## config.mk

```make
export PLATFORM = sky130hd
export DESIGN_NAME = bruin_physics
export DESIGN_NICKNAME = d
export VERILOG_FILES = /design/src/rtl/bruin_physics.sv
export SDC_FILE = /design/constraint.sdc
export NUM_CORES = 1
export LEC_CHECK = 0
export CELL_PAD_IN_SITES_DETAIL_PLACEMENT = 1
export CELL_PAD_IN_SITES_GLOBAL_PLACEMENT = 1
export CORE_ASPECT_RATIO = 0.6
export CORE_MARGIN = 4
export CORE_UTILIZATION = 30
export CTS_CLUSTER_DIAMETER = 30
export DETAILED_ROUTE_END_ITERATION = 6
export PLACE_DENSITY = 0.62
export SLEW_MARGIN = 20
export SYNTH_ARGS = -nofsm -noshare
export SYNTH_HDL_FRONTEND = slang
export SYNTH_SLANG_ARGS = --single-unit
```

## constraint.sdc

```tcl
create_clock -name clk_100MHz -period 4.8 [get_ports clk_100MHz]
set_input_delay 1.44 -clock clk_100MHz [delete_from_list [all_inputs] [get_ports clk_100MHz]]
set_output_delay 1.44 -clock clk_100MHz [all_outputs]
set_load 0.1 [all_outputs]
```

## src/rtl/bruin_physics.sv

```systemverilog
// Bruin sprite physics: gravity/flap velocity model plus IDLE/PLAY/DEAD play state.
// Define BRUIN_CEIL_KILL_EN to make touching the ceiling lethal.
module bruin_physics #(
    parameter int Y_W           = 9,
    parameter int VEL_W         = 6,
    parameter int X_POS         = 150,
    parameter int SPRITE_H      = 20,
    parameter int SPRITE_W      = 20,
    parameter int Y_INIT        = 240,
    parameter int Y_MIN         = 10,
    parameter int Y_MAX         = 470,
    parameter int GRAVITY       = 1,
    parameter int FLAP_VEL      = 6,
    parameter int VMAX_FALL     = 8,
    parameter int FLAP_COOLDOWN = 4
) (
    input  logic                    clk_100MHz,
    input  logic                    rst,
    input  logic                    frame_tick,
    input  logic                    game_start,
    input  logic                    flap,
    input  logic                    lose,
    output logic [Y_W-1:0]          x,
    output logic [Y_W-1:0]          y,
    output logic [4:0]              high,
    output logic [4:0]              width,
    output logic signed [VEL_W-1:0] vel,
    output logic                    game_over,
    output logic [1:0]              state
);

    localparam int CD_W = (FLAP_COOLDOWN > 0) ? $clog2(FLAP_COOLDOWN + 1) : 1;
    localparam int YS_W = Y_W + 2;

    localparam logic signed [VEL_W:0]   GRAV_S   = (VEL_W + 1)'(GRAVITY);
    localparam logic signed [VEL_W:0]   VMAX_S   = (VEL_W + 1)'(VMAX_FALL);
    localparam logic [VEL_W-1:0]        FLAP_NEG = VEL_W'(-FLAP_VEL);
    localparam logic signed [YS_W-1:0]  YMAX_S   = YS_W'(Y_MAX);
    localparam logic signed [YS_W-1:0]  YMIN_S   = YS_W'(Y_MIN);
    localparam logic [CD_W-1:0]         CD_LOAD  = CD_W'(FLAP_COOLDOWN);

    typedef enum logic [1:0] {
        IDLE = 2'd0,
        PLAY = 2'd1,
        DEAD = 2'd2
    } state_e;

    state_e                  state_q, state_d;
    logic                    s1_q, s2_q, s3_q;
    logic                    flap_pend_q, flap_pend_d;
    logic [Y_W-1:0]          y_q, y_d;
    logic signed [VEL_W-1:0] vel_q, vel_d;
    logic [CD_W-1:0]         cd_q, cd_d;

    logic                    flap_edge, accept, step;
    logic signed [VEL_W:0]   vel_g;
    logic signed [VEL_W-1:0] vel_fall, vel_n;
    logic signed [YS_W-1:0]  y_n;
    logic                    hit_floor, hit_ceil;

    // s1/s2 synchronize the raw button, s3 holds the previous level for edge detect
    always_ff @(posedge clk_100MHz or posedge rst) begin
        if (rst) begin
            s1_q <= 1'b0;
            s2_q <= 1'b0;
            s3_q <= 1'b0;
        end else begin
            s1_q <= flap;
            s2_q <= s1_q;
            s3_q <= s2_q;
        end
    end

    assign flap_edge = s2_q & ~s3_q;
    assign step      = (state_q == PLAY) && frame_tick && !lose;
    assign accept    = (flap_pend_q | flap_edge) && (cd_q == '0);

    assign vel_g     = {vel_q[VEL_W-1], vel_q} + GRAV_S;
    assign vel_fall  = (vel_g > VMAX_S) ? VMAX_S[VEL_W-1:0] : vel_g[VEL_W-1:0];
    assign vel_n     = accept ? FLAP_NEG : vel_fall;

    // Widened sum so a large upward velocity near the top cannot wrap
    assign y_n       = $signed({2'b00, y_q})
                     + $signed({{(YS_W - VEL_W){vel_n[VEL_W-1]}}, vel_n});
    assign hit_floor = (y_n >= YMAX_S);
    assign hit_ceil  = (y_n <= YMIN_S);

    always_ff @(posedge clk_100MHz or posedge rst) begin
        if (rst) state_q <= IDLE;
        else     state_q <= state_d;
    end

    always_comb begin
        state_d = state_q;
        unique case (state_q)
            IDLE: if (game_start) state_d = PLAY;
            PLAY: begin
                if (lose)                       state_d = DEAD;
                else if (step && hit_floor)     state_d = DEAD;
`ifdef BRUIN_CEIL_KILL_EN
                else if (step && hit_ceil)      state_d = DEAD;
`endif
            end
            DEAD:    state_d = DEAD;
            default: state_d = IDLE;
        endcase
    end

    always_comb begin
        game_over = (state_q == DEAD);
        state     = state_q;
    end

    always_comb begin
        flap_pend_d = flap_pend_q;
        y_d         = y_q;
        vel_d       = vel_q;
        cd_d        = cd_q;
        if (state_q == IDLE) begin
            flap_pend_d = 1'b0;
            y_d         = Y_W'(Y_INIT);
            vel_d       = '0;
            cd_d        = '0;
        end else if (state_q == PLAY && frame_tick) begin
            flap_pend_d = 1'b0;
        end else if (flap_edge) begin
            flap_pend_d = 1'b1;
        end
        if (step) begin
            if (accept)          cd_d = CD_LOAD;
            else if (cd_q != '0) cd_d = cd_q - CD_W'(1);
            if (hit_floor) begin
                y_d   = Y_W'(Y_MAX);
                vel_d = '0;
            end else if (hit_ceil) begin
                y_d   = Y_W'(Y_MIN);
                vel_d = '0;
            end else begin
                y_d   = y_n[Y_W-1:0];
                vel_d = vel_n;
            end
        end
    end

    always_ff @(posedge clk_100MHz or posedge rst) begin
        if (rst) begin
            flap_pend_q <= 1'b0;
            y_q         <= Y_W'(Y_INIT);
            vel_q       <= '0;
            cd_q        <= '0;
        end else begin
            flap_pend_q <= flap_pend_d;
            y_q         <= y_d;
            vel_q       <= vel_d;
            cd_q        <= cd_d;
        end
    end

    assign x     = Y_W'(X_POS);
    assign high  = 5'(SPRITE_H);
    assign width = 5'(SPRITE_W);
    assign y     = y_q;
    assign vel   = vel_q;

endmodule

```

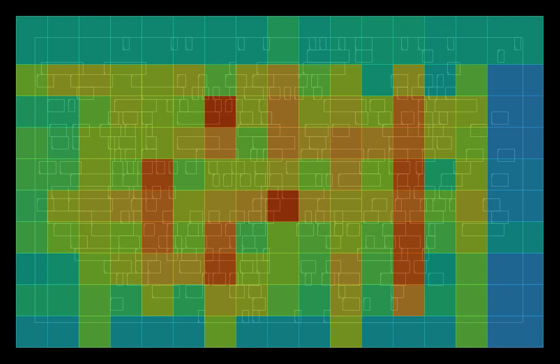
(run_1/congestion_map.png)
Global Route Usage Sum: 14.3%
layer with the highest usage: met1
M1 GR Usage: 23.0%
GR Util met3: 3.23%
GRT met2 Usage: 19.5%

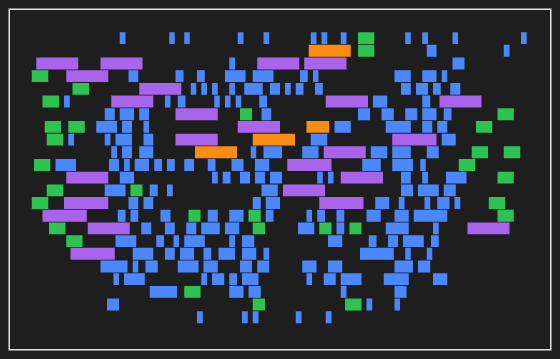
(run_1/class_map.png)
colour	class	cells
green	remaining buffers and delay cells	31
orange	clock drivers and dummy loads	4
purple	sequential cells	24
blue	remaining logic cells	196

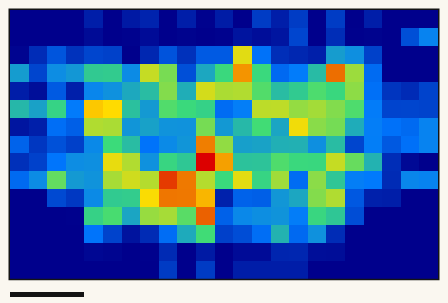
(run_1/route_heat.png)
Scale bar: 20 um. The die is cut into 23 by 15 equal tiles; dark blue is low, red is high, scaled to the fullest tile. Values are wire area over tile area, all layers added.
mean over tiles	0.11
fullest tile	0.43
nearly empty tiles	26%
emptiest ninth of the die	south-east
tiles over half the peak	17%
densest ninth of the die	centre

==> impl_metrics.py, run 1 <==
# Metrics from the implementation run
metrics = {
    "logic_synthesis": {
        "yosysWarnings": 0,
        "ys_sh_simple_pct": 16.0,
        "synth_cell_types": 61,
        "mux_share_pct": 0,
        "numSynthFlops": 24,
        "async_reset_ff_share_pct": 100,
        "synthCells": 230,
        "aoi_share_pct": 26.5,
        "ys_cells": 230,
        "ys_seq_share_pct": 29.0,
        "fa_ha_area_share_pct": 10.5,
        "edf_count": 0,
        "area_leaders": "dfrtp_1, ha_1, buf_4",
        "yosysTopAreaCell": "dfrtp_1",
    },
    "drt": {
        "first_pass_iters": 4,
        "wl_per_cell_um": 17.2,
        "drtIter0Drc": 100,
        "m1WireLength_um": 3270,
        "route.met3.wl_um": 296,
    },
    "critical_path": {
        "crit_fanout": 8,
        "start_kind": "register",
        "critical_path.endpoint_type": "register",
        "slowest_delay_ps": 510,
        "crit_chain": "ha_2 > and4b_1 > or3_1 > a221oi_1 > a21o_1 > and2b_1 > and2b_1 > ha_1 > inv_1 > fa_1 > nand2b_4 > a211oi_4 > nor2_1 > xor2_1 > o41a_1 > and3_4 > a32o_2",
        "reg2regPathDepth": 17,
        "r2r_end": "vel[5]$_DFFE_PP0P_",
        "worstPathRequired_ps": 4940,
        "startpoint": "vel[1]$_DFFE_PP0P_",
        "r2r_slack_ps": 270,
        "cp-endpoint": "vel[5]$_DFFE_PP0P_",
        "crit_arrival_ps": 4670,
        "path_class": "reg2reg",
        "slowest_stage": "o41a_1",
    },
    "placement": {
        "dpl.hpwl_um": 4620,
        "portBuffers": 23,
    },
    "clocking": {
        "clkLatencyLatePin_ps": 260,
        "path_clk_slew_ps": 70,
        "cts_setup_buffers": 0,
        "clock_path_buffers": 2,
        "post_cts_resized": 0,
        "numCtsBuffers": 3,
        "cts.sinks": 24,
        "cts_tree": "yes",
        "htree_num_levels": 1,
    },
    "final_layout": {
        "largest_reg_flops": 9,
        "clock_buffers": 4,
        "largest_class": "logic gates",
        "logic_gates": 183,
        "n_all_inverters": 13,
        "final_util_pct": 36.6,
        "area_growth_pct": 17.5,
        "clock_tree_area_fraction_pct": 3.62,
        "comb_share_pct": 53.4,
        "final_common_cell": "clkdlybuf4s50_1",
        "nonClkBufAreaFrac_pct": 11.8,
        "regArea_um2": 608,
    },
    "floorplanning": {
        "tap_cells": 87,
        "fp_util_pct": 31.2,
        "die_y_um": 72.7,
        "die_area_um2": 8410,
        "fp.dieW_um": 116,
    },
    "final_timing": {
        "hold_violations": 0,
        "setup_viol": 0,
        "period_used_pct": 94.3,
        "max_freq_mhz": 221,
        "grt_setup_unrepaired": "false",
        "tns_ps": 0,
        "slew_headroom_pct": 34.5,
    },
    "grt": {
        "grt_first_pass_wirelength_um": 9390,
        "grt_pass1_vias": 1784,
        "overflow": 0,
        "grt_max_degree": 25,
        "antenna_found_initial": 0,
    },
    "hold_path": {
        "hp-class": "reg2reg",
        "hold-path-endpoint": "s2_q$_DFF_PP0_",
        "whs_path_depth": 0,
    },
    "outcome": {
        "status": "finished clean",
    },
    "job": {
        "cap_violations": 0,
    },
}
[run 1: metrics by stage]
| stage | cells | hold WS, ps | setup slack [ps] | instance area, um^2 |
|---|---|---|---|---|
| 2_1_floorplan | 247 | 331 | 132 | 2160 |
| 3_3_place_gp | 334 | 333 | 281 | 2320 |
| 3_5_place_dp | 334 | 337 | 180 | 2320 |
| 4_1_cts | 338 | 352 | 152 | 2410 |
| 5_1_grt | 342 | 372 | 0.685 | 2460 |
| 6_report | 342 | 349 | 274 | 2460 |
[run 1: critical path, delay by kind of cell (launching register included)]
family | cells | cell delay, ps
flops | 1 | 420
fa+ha+maj | 3 | 850
buf+inv | 1 | 60
compound gates | 5 | 1510
simple gates | 7 | 1370
xor+xnor | 1 | 180
[run 1: Yosys cell counts, drive strengths merged, types with 3 or more instances]
cell,number
a221oi,3
a211oi,5
and3,4
a32o,7
a31oi,3
buf,25
o21a,3
o22ai,5
o211ai,4
ha,16
nand3,6
nand2,12
and2,7
a21oi,10
xnor2,7
xor2,5
dfrtp,20
nor3,3
inv,13
nand2b,5
o21ai,10
a21o,7
nor2,17
dfstp,4
[run 1: cells by family (layout without fill, tap and decap cells)]
group / Yosys count / count (layout)
adders and majority gates: 17 / 17
and+or+nand+nor: 63 / 63
DFF: 24 / 24
xor gates and xnor gates: 12 / 12
buffers and inverters: 40 / 48
other: 2 / 19
AOI/OAI and AO/OA: 72 / 72
--- run 2 (diff from run 1) ---
--- a/config.mk
+++ b/config.mk
@@ -5,6 +5,7 @@
 export SDC_FILE = /design/constraint.sdc
 export NUM_CORES = 1
 export LEC_CHECK = 0
+export CAP_MARGIN = 40
 export CELL_PAD_IN_SITES_DETAIL_PLACEMENT = 1
 export CELL_PAD_IN_SITES_GLOBAL_PLACEMENT = 1
 export CORE_ASPECT_RATIO = 0.6
==> impl_metrics.py, run 2 <==
# Metrics from the implementation run
metrics = {
    "logic_synthesis": {
        "synth_cell_types": 61,
        "ys_seq_share_pct": 29.0,
        "ys_cells": 230,
        "yosysWarnings": 0,
        "most_common_cell": "dfrtp_1",
    },
    "final_timing": {
        "setup_ws_ps": 283,
        "hold_violations": 0,
        "tns_ps": 0,
        "finalHoldWorstSlack_ps": 354,
        "period_used_pct": 94.1,
        "slew_headroom_pct": 66.1,
    },
    "grt": {
        "antenna_found_initial": 0,
        "overflow": 0,
        "grt_pass1_vias": 1742,
        "grt_max_degree": 19,
    },
    "critical_path": {
        "slowest_delay_ps": 500,
        "crit_fanout": 8,
        "r2r_end": "vel[0]$_DFFE_PP0P_",
        "slowest_stage": "o41a_1",
        "critPathBufInv": 1,
        "start_kind": "register",
        "reg2regPathDepth": 17,
        "r2r_slack_ps": 280,
        "crit_chain": "ha_2 > and4b_1 > or3_1 > a221oi_1 > a21o_1 > and2b_1 > and2b_1 > ha_1 > inv_1 > fa_1 > nand2b_1 > a211oi_4 > nor2_1 > xor2_1 > o41a_1 > and3_4 > a32o_2",
        "worstPathRequired_ps": 4950,
    },
    "outcome": {
        "status": "finished clean",
    },
    "placement": {
        "dp_cells": 353,
        "place_area_um2": 2610,
        "place_ws_ps": 167,
    },
    "clocking": {
        "htree_num_levels": 1,
        "clkLatencyLatePin_ps": 260,
        "path_clk_slew_ps": 60,
        "cts_tree": "yes",
        "post_cts_resized": 0,
    },
    "final_layout": {
        "fin_area_um2": 2760,
        "largest_reg_flops": 9,
        "final_common_cell": "clkdlybuf4s50_1",
        "stdcell_count": 363,
        "area_growth_pct": 32.2,
        "regArea_um2": 608,
    },
    "drt": {
        "drtIter0Drc": 98,
        "first_pass_iters": 4,
    },
    "job": {
        "cap_violations": 0,
    },
    "floorplanning": {
        "fp_util_pct": 31.2,
    },
}
==> run 2: cell types whose count changed in the layout (fill, tap and decap cells not counted), sizes merged <==
| cell | previous run | this run |
|---|---|---|
| buf | 8 | 29 |
==> run 2: worst min path at each step <==
stage | startpoint | to | slack (ps) | depth (start not counted)
2_1_floorplan | s1_q$_DFF_PP0_ | s2_q$_DFF_PP0_ | 330 | 0
3_3_place_gp | s1_q$_DFF_PP0_ | s2_q$_DFF_PP0_ | 330 | 0
3_5_place_dp | s1_q$_DFF_PP0_ | s2_q$_DFF_PP0_ | 350 | 0
4_1_cts | s1_q$_DFF_PP0_ | s2_q$_DFF_PP0_ | 360 | 0
5_1_grt | s1_q$_DFF_PP0_ | s2_q$_DFF_PP0_ | 370 | 0
6_report | s1_q$_DFF_PP0_ | s2_q$_DFF_PP0_ | 350 | 0
==> run 2: cells by family (layout without fill, tap and decap cells) <==
logic type	count (synthesis)	in the layout	share of synthesized area, %
AND-OR/OR-AND	72	72	26.5
XOR/XNOR	12	12	5.39
adder cells (fa/ha/maj)	17	17	10.5
buffers and inverters	40	69	12.2
flip-flops	24	24	29.0
other	2	19	0.359
AND/OR/NAND/NOR	63	63	16.0
==> run 2: final cells by class <==
cell class | instances | area share (%)
Clock buffer | 4 | 3.21
Inverter | 13 | 1.77
Multi-Input combinational cell | 183 | 47.7
Sequential cell | 24 | 22.0
Tap cell | 87 | 3.94
Timing Repair Buffer | 52 | 21.4
==> run 2: routing by layer <==
metal / GRT usage [%] / part of all wire, % / vias to the layer above
li1: - / - / 898
met1: 24.1 / 55 / 924
met2: 18.2 / 39 / 39
met3: 3.07 / 4.1 / 5
met4: 3.86 / 1.1 / 0
met5: 0 / 0 / -
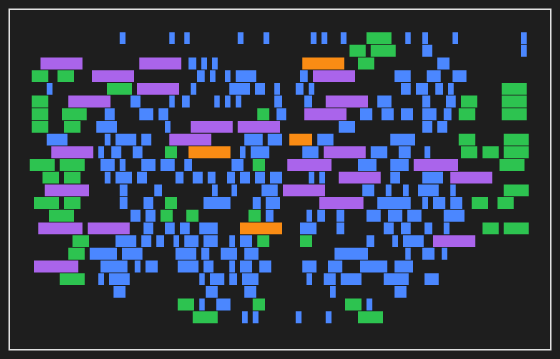
(run_2/class_map.png)
colour	class	cells
purple	sequential cells	24
green	remaining buffers and delay cells	52
blue	remaining logic cells	196
orange	clock drivers and dummy loads	4

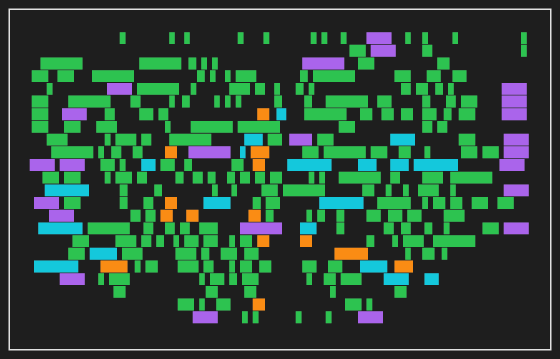
(run_2/sizing.png)
colour	size	cells
purple	x6 and larger	23
orange	x3 and x4	14
green	x1 and smaller	220
cyan	x2	19

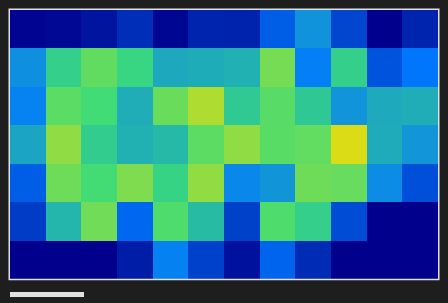
(run_2/util_map.png)
Scale bar: 20 um. The die is cut into 12 by 7 equal tiles; dark blue is low, red is high, 0 to 100% covered.
nearly empty tiles	14%
fullest tile	70%
densest ninth of the die	centre
emptiest ninth of the die	south-east
mean over tiles	32%

--- run 3 (diff from run 2) ---
--- a/config.mk
+++ b/config.mk
@@ -5,7 +5,7 @@
 export SDC_FILE = /design/constraint.sdc
 export NUM_CORES = 1
 export LEC_CHECK = 0
-export CAP_MARGIN = 40
+export CAP_MARGIN = 20
 export CELL_PAD_IN_SITES_DETAIL_PLACEMENT = 1
 export CELL_PAD_IN_SITES_GLOBAL_PLACEMENT = 1
 export CORE_ASPECT_RATIO = 0.6
==> impl_metrics.py, run 3 <==
# Metrics from the implementation run
metrics = {
    "critical_path": {
        "slowest_stage": "o41a_1",
        "crit_fanout": 8,
        "worstPathRequired_ps": 4940,
        "crit_chain": "ha_2 > and4b_1 > or3_1 > a221oi_1 > a21o_1 > and2b_1 > and2b_1 > ha_1 > inv_1 > fa_1 > nand2b_4 > a211oi_4 > nor2_1 > xor2_1 > o41a_1 > and3_4 > a32o_2",
        "reg2regPathDepth": 17,
        "critPathBufInv": 1,
        "slowest_delay_ps": 520,
        "start_kind": "register",
        "r2r_end": "vel[5]$_DFFE_PP0P_",
        "r2r_slack_ps": 270,
    },
    "outcome": {
        "status": "finished clean",
    },
    "logic_synthesis": {
        "ys_area_um2": 2090,
        "xor_area_share_pct": 5.39,
        "ys_cells": 230,
        "fa_ha_area_share_pct": 10.5,
        "most_common_cell": "dfrtp_1",
        "aoi_share_pct": 26.5,
        "mux_share_pct": 0,
        "syn-cell-area_um2": 2090,
        "yosysWarnings": 0,
        "ys_seq_share_pct": 29.0,
        "synth_cell_types": 61,
    },
    "placement": {
        "place_ws_ps": 180,
        "place_area_um2": 2320,
        "dp_cells": 334,
        "dpl.hpwl_um": 4620,
    },
    "final_timing": {
        "tightest_slew_ps": 980,
        "period_used_pct": 94.3,
        "finalHoldWorstSlack_ps": 349,
        "slew_headroom_pct": 34.5,
        "tns_ps": 0,
        "setup_ws_ps": 272,
    },
    "grt": {
        "grt.met3_usage_pct": 3.23,
        "grt.busiest_layer": "met1",
        "use_met1_pct": 23.0,
        "antenna_found_initial": 0,
        "grtUsageMet2_pct": 19.5,
        "overflow": 0,
        "grt_pass1_vias": 1784,
    },
    "job": {
        "cap_violations": 0,
    },
    "hold_path": {
        "hold-path-endpoint": "s2_q$_DFF_PP0_",
        "hp-class": "reg2reg",
        "worstHoldStart": "s1_q$_DFF_PP0_",
        "whs_path_depth": 0,
    },
    "final_layout": {
        "final_common_cell": "clkdlybuf4s50_1",
        "largest_reg_flops": 9,
        "area_growth_pct": 18.2,
        "antenna_cells": 0,
        "stdcell_count": 343,
    },
    "clocking": {
        "post_cts_resized": 0,
        "path_clk_slew_ps": 70,
        "htree_num_levels": 1,
        "cts_hold_buf": 0,
        "cts_tree": "yes",
        "clkLatencyLatePin_ps": 260,
    },
    "drt": {
        "first_pass_iters": 4,
        "drtIter0Drc": 117,
    },
    "floorplanning": {
        "fp_util_pct": 31.2,
    },
}
==> run 3: cell counts after synthesis <==
Identical to the previous run, type by type.
==> run 3: final cells by class <==
class	count	area [um^2]
clock buffers	4	88.8
fillers	807	4230
inverters	13	48.8
multi-input cells	183	1310
flip-flops and latches	24	608
well taps	87	109
repair buffers	32	305
==> run 3: metal layers <==
layer | vias up | part of all wire (%)
met5 | - | 0
met4 | 0 | 0.39
met3 | 4 | 4.7
met2 | 41 | 40
met1 | 892 | 55
li1 | 864 | -
==> run 3: worst max-delay path by stage <==
stage               cells past startpoint            endpoint          startpoint  slack, ps
floorplan                              19  vel[5]$_DFFE_PP0P_  vel[1]$_DFFE_PP0P_        130
global placement                       17  vel[0]$_DFFE_PP0P_  vel[1]$_DFFE_PP0P_        280
detailed placement                     17    y[0]$_DFFE_PP0P_  vel[0]$_DFFE_PP0P_        180
CTS                                    17  vel[3]$_DFFE_PP0P_  vel[0]$_DFFE_PP0P_        150
global route                           17  vel[3]$_DFFE_PP0P_  vel[1]$_DFFE_PP0P_        0.7
finish                                 17  vel[5]$_DFFE_PP0P_  vel[0]$_DFFE_PP0P_        270
==> run 3: worst reg2reg max path, cell delays in order, from the launching register on <==
cell and delay (ps):
dfrtp_2 420, ha_2 230, and4b_1 210, or3_1 310, a221oi_1 270, a21o_1 130
and2b_1 160, and2b_1 150, ha_1 190, inv_1 60, fa_1 430, nand2b_4 180
a211oi_4 340, nor2_1 90, xor2_1 180, o41a_1 520, and3_4 280, a32o_2 260
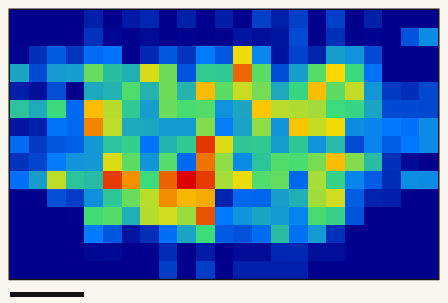
(run_3/route_heat.png)
Scale bar: 20 um. The die is cut into 23 by 15 equal tiles; dark blue is low, red is high, scaled to the fullest tile. Values are wire area over tile area, all layers added.
via count: 1,801
drt wl/cell: 17.1 um

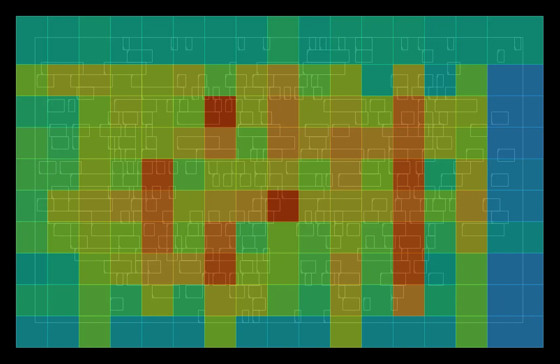
(run_3/congestion_map.png)
Final Util: 36.9%

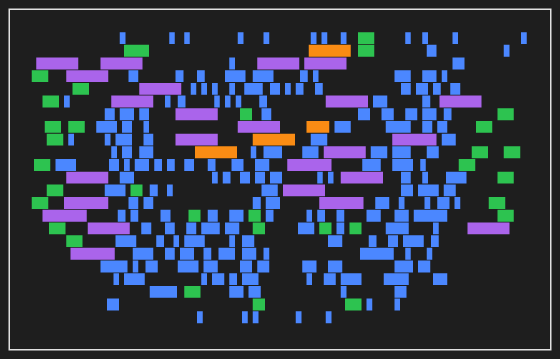
(run_3/class_map.png)
post-route design area: 2470 um^2
flop share of the area: 24.6%
Core ar.: 6710 um^2
row count: 23

